met2.png
Drawn at 4 px/um. Cells faint in the background.
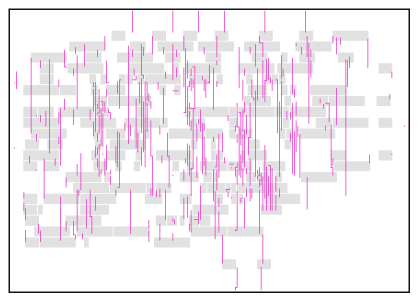
zoom.png
Region (65, 43) to (85, 63) um. Cells in gray, sequential cells in the stronger gray; small squares are vias.
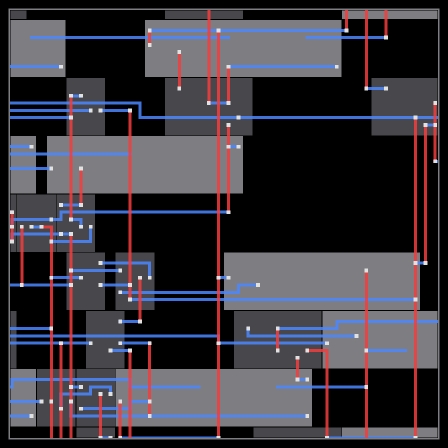
final_clocks.png
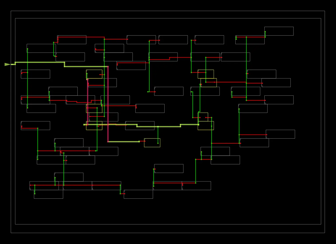
metal_stack.png
Drawn at 6 px/um. Only two layers are drawn.
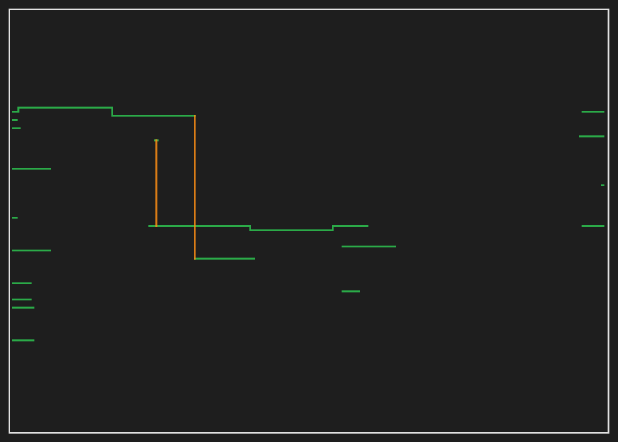
port_nets.png
Drawn at 4 px/um.
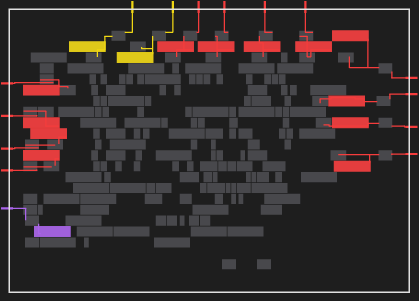
===== src/rtl/dacx311_rx.sv =====
// DACx311 SPI slave receiver: oversamples sclk/ss/mosi on clk and decodes
// the 16-bit write frame (pd[1:0], data MSB-first, pad) into registered outputs.
module dacx311_rx #(
  parameter int BITS        = 12,
  parameter int SYNC_STAGES = 2
) (
  input  logic            clk,
  input  logic            reset,
  input  logic            sclk,
  input  logic            ss,
  input  logic            mosi,
  output logic [1:0]      pd,
  output logic [BITS-1:0] data,
  output logic            valid,
  output logic            err,
  output logic            busy
);

  typedef enum logic [1:0] {
    ST_ARM   = 2'd0,
    ST_IDLE  = 2'd1,
    ST_SHIFT = 2'd2,
    ST_DONE  = 2'd3
  } state_t;

  state_t                 r_state;
  state_t                 w_next_state;
  logic [SYNC_STAGES-1:0] r_sclk_sync;
  logic [SYNC_STAGES-1:0] r_ss_sync;
  logic [SYNC_STAGES-1:0] r_mosi_sync;
  logic [SYNC_STAGES-1:0] r_live;
  logic                   r_sclk_d;
  logic [15:0]            r_shift;
  logic [4:0]             r_count;
  logic                   r_cap;
  logic [1:0]             r_pd;
  logic [BITS-1:0]        r_data;
  logic                   r_valid;
  logic                   r_err;
  logic                   r_busy;

  logic w_sclk_s;
  logic w_ss_s;
  logic w_mosi_s;
  logic w_live;
  logic w_fall;
  logic w_clr;
  logic w_shift_en;
  logic w_cap;
  logic w_abort;
  logic w_unused_shift;

  assign w_sclk_s = r_sclk_sync[SYNC_STAGES-1];
  assign w_ss_s   = r_ss_sync[SYNC_STAGES-1];
  assign w_mosi_s = r_mosi_sync[SYNC_STAGES-1];
  assign w_live   = r_live[SYNC_STAGES-1];
  assign w_fall   = ~w_sclk_s & r_sclk_d;
  // Pad bits below the data field are shifted through but never read.
  assign w_unused_shift = ^r_shift;

  // Synchronizer chains; r_live marks when the chain outputs hold real samples,
  // so a frame in flight at reset release cannot look like an idle bus.
  always_ff @(posedge clk or posedge reset) begin
    if (reset) begin
      r_sclk_sync <= '0;
      r_ss_sync   <= '0;
      r_mosi_sync <= '0;
      r_live      <= '0;
      r_sclk_d    <= 1'b0;
    end else begin
      r_sclk_sync <= {r_sclk_sync[SYNC_STAGES-2:0], sclk};
      r_ss_sync   <= {r_ss_sync[SYNC_STAGES-2:0], ss};
      r_mosi_sync <= {r_mosi_sync[SYNC_STAGES-2:0], mosi};
      r_live      <= {r_live[SYNC_STAGES-2:0], 1'b1};
      r_sclk_d    <= w_sclk_s;
    end
  end

  // State register.
  always_ff @(posedge clk or posedge reset) begin
    if (reset) begin
      r_state <= ST_ARM;
    end else begin
      r_state <= w_next_state;
    end
  end

  // Next-state and datapath controls; a 16th edge beats a simultaneous ss drop.
  always_comb begin
    w_next_state = r_state;
    w_clr        = 1'b0;
    w_shift_en   = 1'b0;
    w_cap        = 1'b0;
    w_abort      = 1'b0;
    case (r_state)
      ST_ARM: begin
        if (w_live && !w_ss_s) begin
          w_next_state = ST_IDLE;
        end else begin
          w_next_state = ST_ARM;
        end
      end
      ST_IDLE: begin
        if (w_ss_s) begin
          w_next_state = ST_SHIFT;
          w_clr        = 1'b1;
        end else begin
          w_next_state = ST_IDLE;
        end
      end
      ST_SHIFT: begin
        if (w_fall && (r_count == 5'd15)) begin
          w_shift_en   = 1'b1;
          w_cap        = 1'b1;
          w_next_state = w_ss_s ? ST_DONE : ST_IDLE;
        end else if (!w_ss_s) begin
          w_next_state = ST_IDLE;
          w_abort      = (r_count != 5'd0) || w_fall;
        end else if (w_fall) begin
          w_shift_en   = 1'b1;
          w_next_state = ST_SHIFT;
        end else begin
          w_next_state = ST_SHIFT;
        end
      end
      ST_DONE: begin
        if (!w_ss_s) begin
          w_next_state = ST_IDLE;
        end else begin
          w_next_state = ST_DONE;
        end
      end
      default: begin
        w_next_state = ST_ARM;
      end
    endcase
  end

  // Shift/count datapath and registered outputs.
  always_ff @(posedge clk or posedge reset) begin
    if (reset) begin
      r_shift <= 16'd0;
      r_count <= 5'd0;
      r_cap   <= 1'b0;
      r_pd    <= 2'd0;
      r_data  <= '0;
      r_valid <= 1'b0;
      r_err   <= 1'b0;
      r_busy  <= 1'b0;
    end else begin
      r_cap   <= w_cap;
      r_valid <= r_cap;
      r_err   <= w_abort;
      r_busy  <= (w_next_state == ST_SHIFT);
      if (w_clr) begin
        r_shift <= 16'd0;
        r_count <= 5'd0;
      end else if (w_shift_en) begin
        r_shift <= {r_shift[14:0], w_mosi_s};
        r_count <= (r_count == 5'd16) ? 5'd16 : r_count + 5'd1;
      end else begin
        r_shift <= r_shift;
        r_count <= r_count;
      end
      if (r_cap) begin
        r_pd   <= r_shift[15:14];
        r_data <= r_shift[13 -: BITS];
      end else begin
        r_pd   <= r_pd;
        r_data <= r_data;
      end
    end
  end

  assign pd    = r_pd;
  assign data  = r_data;
  assign valid = r_valid;
  assign err   = r_err;
  assign busy  = r_busy;

endmodule

===== config.mk =====
export PLATFORM = sky130hd
export DESIGN_NAME = dacx311_rx
export DESIGN_NICKNAME = d
export VERILOG_FILES = /design/src/rtl/dacx311_rx.sv
export SDC_FILE = /design/constraint.sdc
export NUM_CORES = 1
export LEC_CHECK = 0
export CAP_MARGIN = 20
export CORE_ASPECT_RATIO = 0.7
export CORE_UTILIZATION = 30
export DETAILED_ROUTE_END_ITERATION = 12
export PLACE_DENSITY = 0.54
export SYNTH_ARGS = -nofsm -noshare
export SYNTH_HDL_FRONTEND = slang
export SYNTH_SLANG_ARGS = --single-unit

===== constraint.sdc =====
create_clock -name clk -period 5.45 [get_ports clk]
set_clock_uncertainty 0.15 [all_clocks]
set_input_delay 1.09 -clock clk [delete_from_list [all_inputs] [get_ports clk]]
set_output_delay 1.09 -clock clk [all_outputs]
set_load 0.03 [all_outputs]

==> impl_metrics.env <==
# implementation run metrics
export IMPL_drc_errors=0
export IMPL_muxShareOfSynthArea=0.08375
export IMPL_pwr_share_seq=0.572
export IMPL_seq_area_frac_synth=0.6250
export IMPL_final_setup_viol_count=0
export IMPL_most_common_cell="dfrtp_1"
export IMPL_syn_avg_cell_area_um2=11.99
export IMPL_simple_gate_share=0.1013
export IMPL_core_mm2=0.006336
export IMPL_fin_util=0.3789
export IMPL_total_power_mw=0.6822
export IMPL_powerSeq_mw=0.390
export IMPL_drive_gt1_frac=0.1452
export IMPL_p_int_mw=0.5155
export IMPL_rsz0062_at_grt="no"
export IMPL_async_flop_share=1.000
export IMPL_holdPathStages=0
export IMPL_lay_top_cells="dfrtp_1 (50), clkdlybuf4s50_1 (21), a21oi_1 (20), nand3_1 (18), o21ai_0 (18)"
export IMPL_fin_cells=277
export IMPL_clkPwrFrac=0.353
export IMPL_synth_xor_area_share=0
export IMPL_ys_cells=167
export IMPL_drtAntennaViolNets=0
export IMPL_dr_wl_met2_mm=1.485
export IMPL_nNetsFinal=193
export IMPL_status="completed"
export IMPL_num_rows=24
export IMPL_clk_path_buf_depth=2
export IMPL_min_period_ns=2.675
export IMPL_p_per_area_mw_per_mm2=284.1
export IMPL_die_width_um=99.64
export IMPL_wl_met3_um=130
export IMPL_r2r_end="r_count[2]$_DFFE_PP0P_"
export IMPL_aoi_share=0.1350
export IMPL_setup_ws_ns=2.775
export IMPL_yosys_register_bits=50
Back to the opening pictures, met2.png:
longest straight run: 34.0 um
wire length on this layer: 1,490 um
main direction: vertical
nets with wire on the layer: 158
Global Route met2 Usage: 0.1505
DRT Wirelength: 3.714 mm
vias: 1,305

Back to the opening pictures, zoom.png:
[met2] red
[met1] blue
most frequent: dfrtp_1 (5)
cells with their middle in the window: 16
sequential cells in the window: 5
netlist names of flops here include: `r_shift` (3), `data` (2)

Back to the opening pictures, final_clocks.png:
clk_buf instances: 7
total clock sinks: 50
Clk power: 0.241 mW
flop count: 50
CTS buffer count: 5

Back to the opening pictures, metal_stack.png:
[met4] orange | wire length: 38.1 um
[met3] green | wire length: 131 um
wire per inst: 13.41 um
GR Util All Layers: 0.1126

Back to the opening pictures, port_nets.png:
[`sclk`] purple | bits: 1 | direction: input | edge: left | end cells: 1 | buffers: 1 | wire: 9.20 um
[`pd`] yellow | bits: 2 | direction: output | edge: top | end cells: 2 | buffers: 2 | wire: 30.6 um
[`data`] red | bits: 12 | direction: output | edge: 4 right, 4 left, 4 top | end cells: 12 | buffers: 12 | wire: 220 um
PortBufs: 21
num ports: 22

==> kinds of logic after synthesis <==
logic type | count (synthesis)
DFF | 50
AOI/OAI and AO/OA | 46
and+or+nand+nor | 36
buffers and inverters | 16
muxes | 15
adders and majority gates | 3
other | 1
==> cell type report <==
type | instances | area, um2 | share of cell area
clock buffer | 7 | 96.34 | 0.04013
clock inverter | 1 | 8.758 | 0.003648
inverter | 5 | 18.77 | 0.007817
multi-input combinational | 101 | 681.9 | 0.2840
sequential | 50 | 1251 | 0.5211
tap | 91 | 113.9 | 0.04742
timing repair buffer | 22 | 230.2 | 0.09588
==> worst max-delay path, stage by stage, from the launching register on <==
cell and delay, ns:
dfrtp_1 0.42, ha_1 0.26, and3_1 0.21, ha_1 0.22, nor2_1 0.85, nor2_1 0.16, a311oi_2 0.31
Power is estimated from default activity; no workload was simulated.
